$ cat src/rtl/affine_sb_seq.sv
// Affine sub-block MV sequencer: derives one MV per 4x4 sub-block from control-point MVs.
// Build option AFFINE_6PARAM_EN selects the 6-parameter model; default is 4-parameter.

module affine_recip_rom (
  input  logic [3:0] addr,
  output logic [7:0] data
);
  // R = floor(256 / (W - 1)) for W = 2^(addr+1)
  always_comb begin
    data = 8'd0;
    case (addr)
      4'd1:    data = 8'd85;
      4'd2:    data = 8'd36;
      4'd3:    data = 8'd17;
      4'd4:    data = 8'd8;
      4'd5:    data = 8'd4;
      4'd6:    data = 8'd2;
      default: data = 8'd0;
    endcase
  end
endmodule

module affine_sb_seq (
  input  logic               clk,
  input  logic               rst,
  input  logic               start,
  input  logic [2:0]         size_code,
  input  logic signed [15:0] mv0x,
  input  logic signed [15:0] mv0y,
  input  logic signed [15:0] mv1x,
  input  logic signed [15:0] mv1y,
  input  logic signed [15:0] mv2x,
  input  logic signed [15:0] mv2y,
  output logic               busy,
  output logic               done,
  output logic               err,
  output logic               out_valid,
  input  logic               out_ready,
  output logic [4:0]         out_sbx,
  output logic [4:0]         out_sby,
  output logic signed [15:0] out_mvx,
  output logic signed [15:0] out_mvy
);
  localparam int unsigned MW = 16;
  localparam int unsigned GW = 25;
  localparam int unsigned IW = 34;
  localparam int unsigned SW = 5;
  localparam int unsigned RW = 8;
  localparam logic signed [IW-1:0] SAT_HI = IW'(32767);
  localparam logic signed [IW-1:0] SAT_LO = IW'(-32768);

  typedef enum logic [2:0] {
    IDLE   = 3'd0,
    LOOKUP = 3'd1,
    GRAD   = 3'd2,
    EMIT   = 3'd3,
    DONE   = 3'd4
  } state_t;

  state_t state, state_nx;

  logic [2:0]           sc_q;
  logic signed [MW-1:0] mv0x_q, mv0y_q, mv1x_q, mv1y_q;
  logic [RW-1:0]        r_q, rom_data;
  logic signed [GW-1:0] ghx_q, ghy_q, gvx_q, gvy_q;
  logic signed [GW-1:0] ghx_c, ghy_c, gvx_c, gvy_c;
  logic signed [GW-1:0] r_e, dhx_c, dhy_c;

  logic                 code_ok_c, last_c;
  logic [SW-1:0]        last_idx_c, adv_x_c, adv_y_c;
  logic signed [IW-1:0] xs_c, ys_c, acc_x_c, acc_y_c, sum_x_c, sum_y_c;
  logic signed [MW-1:0] calc_x_c, calc_y_c;

  logic                 busy_nx, done_nx, err_nx, valid_nx;
  logic [SW-1:0]        sbx_nx, sby_nx;
  logic signed [MW-1:0] mvx_nx, mvy_nx;

  function automatic logic signed [MW-1:0] sat16(input logic signed [IW-1:0] v);
    if (v > SAT_HI)      return MW'(SAT_HI);
    else if (v < SAT_LO) return MW'(SAT_LO);
    else                 return MW'(v);
  endfunction

  affine_recip_rom u_rom (
    .addr ({1'b0, sc_q}),
    .data (rom_data)
  );

  assign code_ok_c = (size_code != 3'd0) && (size_code != 3'd7);

`ifdef AFFINE_6PARAM_EN
  logic signed [MW-1:0] mv2x_q, mv2y_q;
  logic signed [GW-1:0] dvx_c, dvy_c;
`else
  logic unused_mv2;
  assign unused_mv2 = ^{mv2x, mv2y};
`endif

  // Gradients from the latched MVs and reciprocal
  always_comb begin
    r_e   = GW'(r_q);
    dhx_c = GW'(mv1x_q) - GW'(mv0x_q);
    dhy_c = GW'(mv1y_q) - GW'(mv0y_q);
    ghx_c = dhx_c * r_e;
    ghy_c = dhy_c * r_e;
`ifdef AFFINE_6PARAM_EN
    dvx_c = GW'(mv2x_q) - GW'(mv0x_q);
    dvy_c = GW'(mv2y_q) - GW'(mv0y_q);
    gvx_c = dvx_c * r_e;
    gvy_c = dvy_c * r_e;
`else
    gvx_c = -ghy_c;
    gvy_c = ghx_c;
`endif
  end

  // Next sub-block index and its MV; before the first beat the index is still (0,0)
  always_comb begin
    case (sc_q)
      3'd2:    last_idx_c = SW'(1);
      3'd3:    last_idx_c = SW'(3);
      3'd4:    last_idx_c = SW'(7);
      3'd5:    last_idx_c = SW'(15);
      3'd6:    last_idx_c = SW'(31);
      default: last_idx_c = SW'(0);
    endcase
    last_c = (out_sbx == last_idx_c) && (out_sby == last_idx_c);
    adv_x_c = out_sbx;
    adv_y_c = out_sby;
    if (out_valid) begin
      if (out_sbx == last_idx_c) begin
        adv_x_c = SW'(0);
        adv_y_c = out_sby + SW'(1);
      end else begin
        adv_x_c = out_sbx + SW'(1);
      end
    end
    xs_c     = IW'({adv_x_c, 2'b00});
    ys_c     = IW'({adv_y_c, 2'b00});
    acc_x_c  = IW'(ghx_q) * xs_c + IW'(gvx_q) * ys_c;
    acc_y_c  = IW'(ghy_q) * xs_c + IW'(gvy_q) * ys_c;
    sum_x_c  = IW'(mv0x_q) + (acc_x_c >>> 8);
    sum_y_c  = IW'(mv0y_q) + (acc_y_c >>> 8);
    calc_x_c = sat16(sum_x_c);
    calc_y_c = sat16(sum_y_c);
  end

  always_ff @(posedge clk or posedge rst) begin
    if (rst) state <= IDLE;
    else     state <= state_nx;
  end

  always_comb begin
    state_nx = state;
    case (state)
      IDLE:    if (start) state_nx = code_ok_c ? LOOKUP : DONE;
      LOOKUP:  state_nx = GRAD;
      GRAD:    state_nx = EMIT;
      EMIT:    if (out_valid && out_ready && last_c) state_nx = DONE;
      DONE:    state_nx = IDLE;
      default: state_nx = IDLE;
    endcase
  end

  // Next values of the registered outputs
  always_comb begin
    busy_nx  = (state_nx != IDLE);
    done_nx  = (state_nx == DONE);
    err_nx   = 1'b0;
    valid_nx = out_valid;
    sbx_nx   = out_sbx;
    sby_nx   = out_sby;
    mvx_nx   = out_mvx;
    mvy_nx   = out_mvy;
    case (state)
      IDLE: begin
        valid_nx = 1'b0;
        sbx_nx   = SW'(0);
        sby_nx   = SW'(0);
        err_nx   = start && !code_ok_c;
      end
      EMIT: begin
        if (!out_valid || out_ready) begin
          if (out_valid && last_c) begin
            valid_nx = 1'b0;
            sbx_nx   = SW'(0);
            sby_nx   = SW'(0);
          end else begin
            valid_nx = 1'b1;
            sbx_nx   = adv_x_c;
            sby_nx   = adv_y_c;
            mvx_nx   = calc_x_c;
            mvy_nx   = calc_y_c;
          end
        end
      end
      default: ;
    endcase
  end

  always_ff @(posedge clk or posedge rst) begin
    if (rst) begin
      sc_q      <= 3'd0;
      mv0x_q    <= '0;
      mv0y_q    <= '0;
      mv1x_q    <= '0;
      mv1y_q    <= '0;
`ifdef AFFINE_6PARAM_EN
      mv2x_q    <= '0;
      mv2y_q    <= '0;
`endif
      r_q       <= '0;
      ghx_q     <= '0;
      ghy_q     <= '0;
      gvx_q     <= '0;
      gvy_q     <= '0;
      busy      <= 1'b0;
      done      <= 1'b0;
      err       <= 1'b0;
      out_valid <= 1'b0;
      out_sbx   <= '0;
      out_sby   <= '0;
      out_mvx   <= '0;
      out_mvy   <= '0;
    end else begin
      if (state == IDLE && start && code_ok_c) begin
        sc_q   <= size_code;
        mv0x_q <= mv0x;
        mv0y_q <= mv0y;
        mv1x_q <= mv1x;
        mv1y_q <= mv1y;
`ifdef AFFINE_6PARAM_EN
        mv2x_q <= mv2x;
        mv2y_q <= mv2y;
`endif
      end
      if (state == LOOKUP) r_q <= rom_data;
      if (state == GRAD) begin
        ghx_q <= ghx_c;
        ghy_q <= ghy_c;
        gvx_q <= gvx_c;
        gvy_q <= gvy_c;
      end
      busy      <= busy_nx;
      done      <= done_nx;
      err       <= err_nx;
      out_valid <= valid_nx;
      out_sbx   <= sbx_nx;
      out_sby   <= sby_nx;
      out_mvx   <= mvx_nx;
      out_mvy   <= mvy_nx;
    end
  end

endmodule
$ cat config.mk
export PLATFORM = sky130hd
export DESIGN_NAME = affine_sb_seq
export DESIGN_NICKNAME = d
export VERILOG_FILES = /design/src/rtl/affine_sb_seq.sv
export SDC_FILE = /design/constraint.sdc
export NUM_CORES = 2
export LEC_CHECK = 0
export CAP_MARGIN = 40
export CORE_ASPECT_RATIO = 0.7
export CORE_MARGIN = 4
export CORE_UTILIZATION = 63
export DETAILED_ROUTE_END_ITERATION = 8
export PLACE_DENSITY = 0.91
export SYNTH_ARGS = -nofsm -noshare
export SYNTH_HDL_FRONTEND = slang
export SYNTH_SLANG_ARGS = --single-unit
$ cat constraint.sdc
create_clock -name clk -period 12.4 [get_ports clk]
set_clock_uncertainty 0.2 [all_clocks]
set_input_delay 1.24 -clock clk [delete_from_list [all_inputs] [get_ports clk]]
set_output_delay 1.24 -clock clk [all_outputs]
set_load 0.01 [all_outputs]
Metal 3:
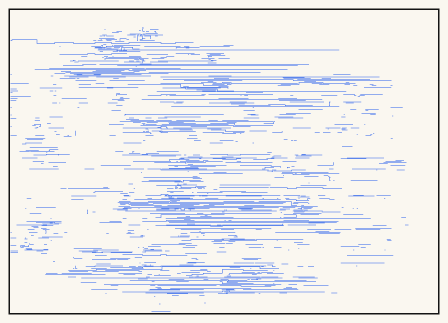
main direction: horizontal
nets with wire on the layer: 534
wire length on this layer: 12800 um
longest straight run: 160 um
share of all routed wire: 12%

Sequential cells grouped by signal name:
Other sequential cells in the stronger grey, the rest of the logic in the fainter grey.
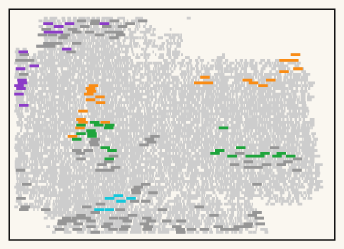
legend:
  gvx_q:
    colour: green
    sequential_cells: 24
  mv1x_q:
    colour: purple
    sequential_cells: 16
    where: top left
  r_q:
    colour: cyan
    sequential_cells: 6
  ghx_q:
    colour: orange
    sequential_cells: 25
share of cell area taken by flip-flops and latches: 11.2%
final design utilization: 68.4%
area taken by flip-flops and latches: 4910 um2

Routing congestion map:
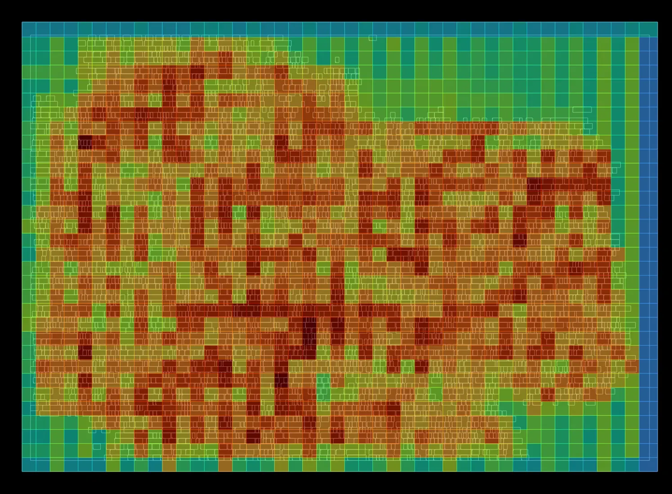
GR Layer Usage met1: 42.0%
global-route track usage on met2: 48.9%

==> qor.log <==
INFO  finish         final_instance_count_without_filler_cells=5594
INFO  cts            clock_latency=0.52ns
INFO  global_routing vias_in_the_first_global_route=35200
INFO  finish         final_design_area_no_fill=43700um2
INFO  cts            clock_tree.htree_level_count=4
INFO  detailed_routing drt-initial-drc-count=3468
INFO  die            num_io_pins=149
INFO  detailed_routing avgViaCountPerCell=6.18
INFO  cts            root_buffer=sky130_fd_sc_hd__clkbuf_16
INFO  detailed_routing postRouteAntennaNets=0
INFO  job            drv.max_cap_violation_count=0
INFO  setup_path     worst_ep_arrival_time=11.76ns
INFO  placement      placedInstanceArea=42900um2
INFO  finish         finish.net_count=5788
INFO  final_timing   final.min_clock_period=11.56ns
INFO  final_timing   grt_setup_unrepaired=false
INFO  global_routing grt_first_pass_wirelength=178000um
INFO  final_timing   fmaxAchievable=0.0865GHz
INFO  synth          syn_inst=4700
INFO  synth          ys_dominant_reg_cell=sky130_fd_sc_hd__dfrtp_1
INFO  finish         layout-area-overhead-vs-synth=6.64%
INFO  synth          ys_sh_adder=38.7%
INFO  setup_path     critical-path-slowest-cell=sky130_fd_sc_hd__dfrtp_1
INFO  setup_path     worstPathBufferInverterCount=3
INFO  outcome        outcome=finished, final reports clean
INFO  placement      post-place-cells=5559
INFO  die            core-area=63800um2
INFO  cts            cts_tree=built
INFO  setup_path     cp_max_fo=15
INFO  detailed_routing drt_pre_antenna_iters=8
INFO  setup_path     start_kind=flip-flop
INFO  synth          synthTopCellsByCount=sky130_fd_sc_hd__inv_1 (602), sky130_fd_sc_hd__ha_1 (487), sky130_fd_sc_hd__fa_1 (486), sky130_fd_sc_hd__and2_1 (441), sky130_fd_sc_hd__nand2_1 (325)
INFO  synth          yosys.cell_count.top_type=sky130_fd_sc_hd__inv_1
INFO  synth          ys_top_cells_by_area=sky130_fd_sc_hd__fa_1 (24%), sky130_fd_sc_hd__ha_1 (15%), sky130_fd_sc_hd__dfrtp_1 (12%)
INFO  synth          cell_count_listed_in_synth_stat_txt=4700
INFO  setup_path     timing.critical_path.required=12.60ns
INFO  final_timing   timing.final.setup_violations=0
INFO  synth          yosys.stat.seqShare=12.0%
INFO  global_routing grt_start_max_net_pins=94
INFO  cts            clock_tree.buffer_depth=2
INFO  setup_path     critical-path-top-delay-family=AND-OR/OR-AND gates
INFO  synth          syn_nets=5776
INFO  finish         drive_above_1_share=4.49%
INFO  finish         antenna_cells=0
INFO  synth          post_synth_instance_area=40900um2
INFO  final_timing   worst_hold_margin=0.284ns
Signal wires by layer:
Only two layers are drawn.
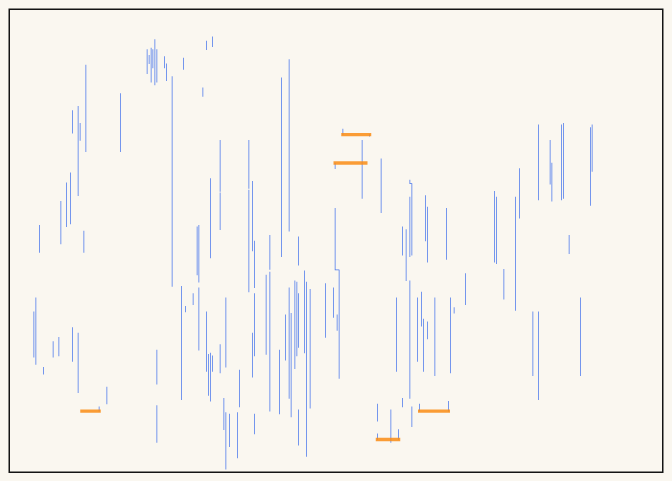
legend:
  metal 4:
    colour: blue
    wire_length: 3150 um
  metal 5:
    colour: orange
    wire_length: 59.8 um
total length of routed wires: 109000 um
total via count after detailed routing: 34600

I/O pins on the die edge:
Pins as bars across the die edge, other pins in grey.
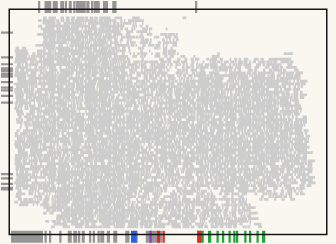
legend:
  err:
    colour: purple
    pins: 1
    direction: output
    edge: bottom
  size_code:
    colour: blue
    pins: 3
    direction: input
    edge: bottom
  out_sbx:
    colour: red
    pins: 5
    direction: output
    edge: bottom
  out_mvy:
    colour: green
    pins: 16
    direction: output
    edge: bottom
all pins by edge: 95 bottom, 35 top, 19 left
Buffers on Ports: 116
Horiz. Die Dim: 313 um

flip-flops by register name, indices dropped and copies added (netlist names), 5 cells and up:
name and cells:
mv0y_q 16, ghy_q 25, mv0x_q 16, mv1x_q 16, out_mvx 16, out_sby 5
r_q 6, mv1y_q 16, out_mvy 16, out_sbx 5, ghx_q 25, gvx_q 24
per-layer routing:
layer | track usage [%] | part of all wire (%) | wire (um) | vias up
met3 | 10.4 | 12 | 12800 | 270
met1 | 42.0 | 41 | 44600 | 17000
met5 | 0 | 0.054 | 59 | -
met2 | 48.9 | 44 | 48300 | 1611
met4 | 10.0 | 2.9 | 3150 | 10
li1 | - | - | - | 15700
cells in the final DEF (no fill, tap or decap), types with 72 or more instances in the layout:
master,n
sky130_fd_sc_hd__inv_1,601
sky130_fd_sc_hd__ha_1,487
sky130_fd_sc_hd__fa_1,486
sky130_fd_sc_hd__and2_1,441
sky130_fd_sc_hd__nand2_1,324
sky130_fd_sc_hd__nor2b_1,222
sky130_fd_sc_hd__a21oi_1,214
sky130_fd_sc_hd__dfrtp_1,194
sky130_fd_sc_hd__nor2_1,186
sky130_fd_sc_hd__o21ai_0,182
sky130_fd_sc_hd__xnor2_1,166
sky130_fd_sc_hd__clkdlybuf4s50_1,116
sky130_fd_sc_hd__a21o_1,95
sky130_fd_sc_hd__nor3_1,85
sky130_fd_sc_hd__mux2_2,81
sky130_fd_sc_hd__xor2_1,72
logic make-up (layout without fill, tap and decap cells):
| logic type | count (synthesis) | in the layout |
|---|---|---|
| fa+ha+maj | 973 | 973 |
| flops | 196 | 196 |
| mux | 84 | 84 |
| compound gates | 853 | 853 |
| simple gates | 1585 | 1585 |
| xor+xnor | 244 | 244 |
| buf+inv | 765 | 790 |
final cells by class:
type	instances	area share (%)
sequential	196	11.2
tap	869	2.49
inverter	604	5.21
clock buffer	17	0.975
multi-input combinational	3739	76.2
timing repair buffer	154	3.47
clock inverter	15	0.404
final timing paths:
| check | start | end | slack (ns) | cells past startpoint |
|---|---|---|---|---|
| max in group asynchronous | rst | out_mvx[9] | 9.78 | 3 |
| worst min-delay path | out_mvy[15] | out_mvy[15] | 0.28 | 2 |
| worst max register to register | sc_q[2] | out_mvx[10] | 0.84 | 44 |
| worst min register to register | out_mvy[15] | out_mvy[15] | 0.28 | 2 |
| min in group asynchronous | rst | r_q[5] | 1.03 | 2 |
| worst max-delay path | sc_q[2] | out_mvx[10] | 0.84 | 44 |
worst min-delay path: stages (launching register included):
cell and delay (ns):
sky130_fd_sc_hd__dfrtp_1 0.35, sky130_fd_sc_hd__nand2_1 0.05, sky130_fd_sc_hd__nand2_1 0.06
timing repair:
item,in CTS,in global routing
hold endpoints to repair,0,0
endpoints found under the setup margin,0,30
setup buffers,0,2
gates resized,0,10
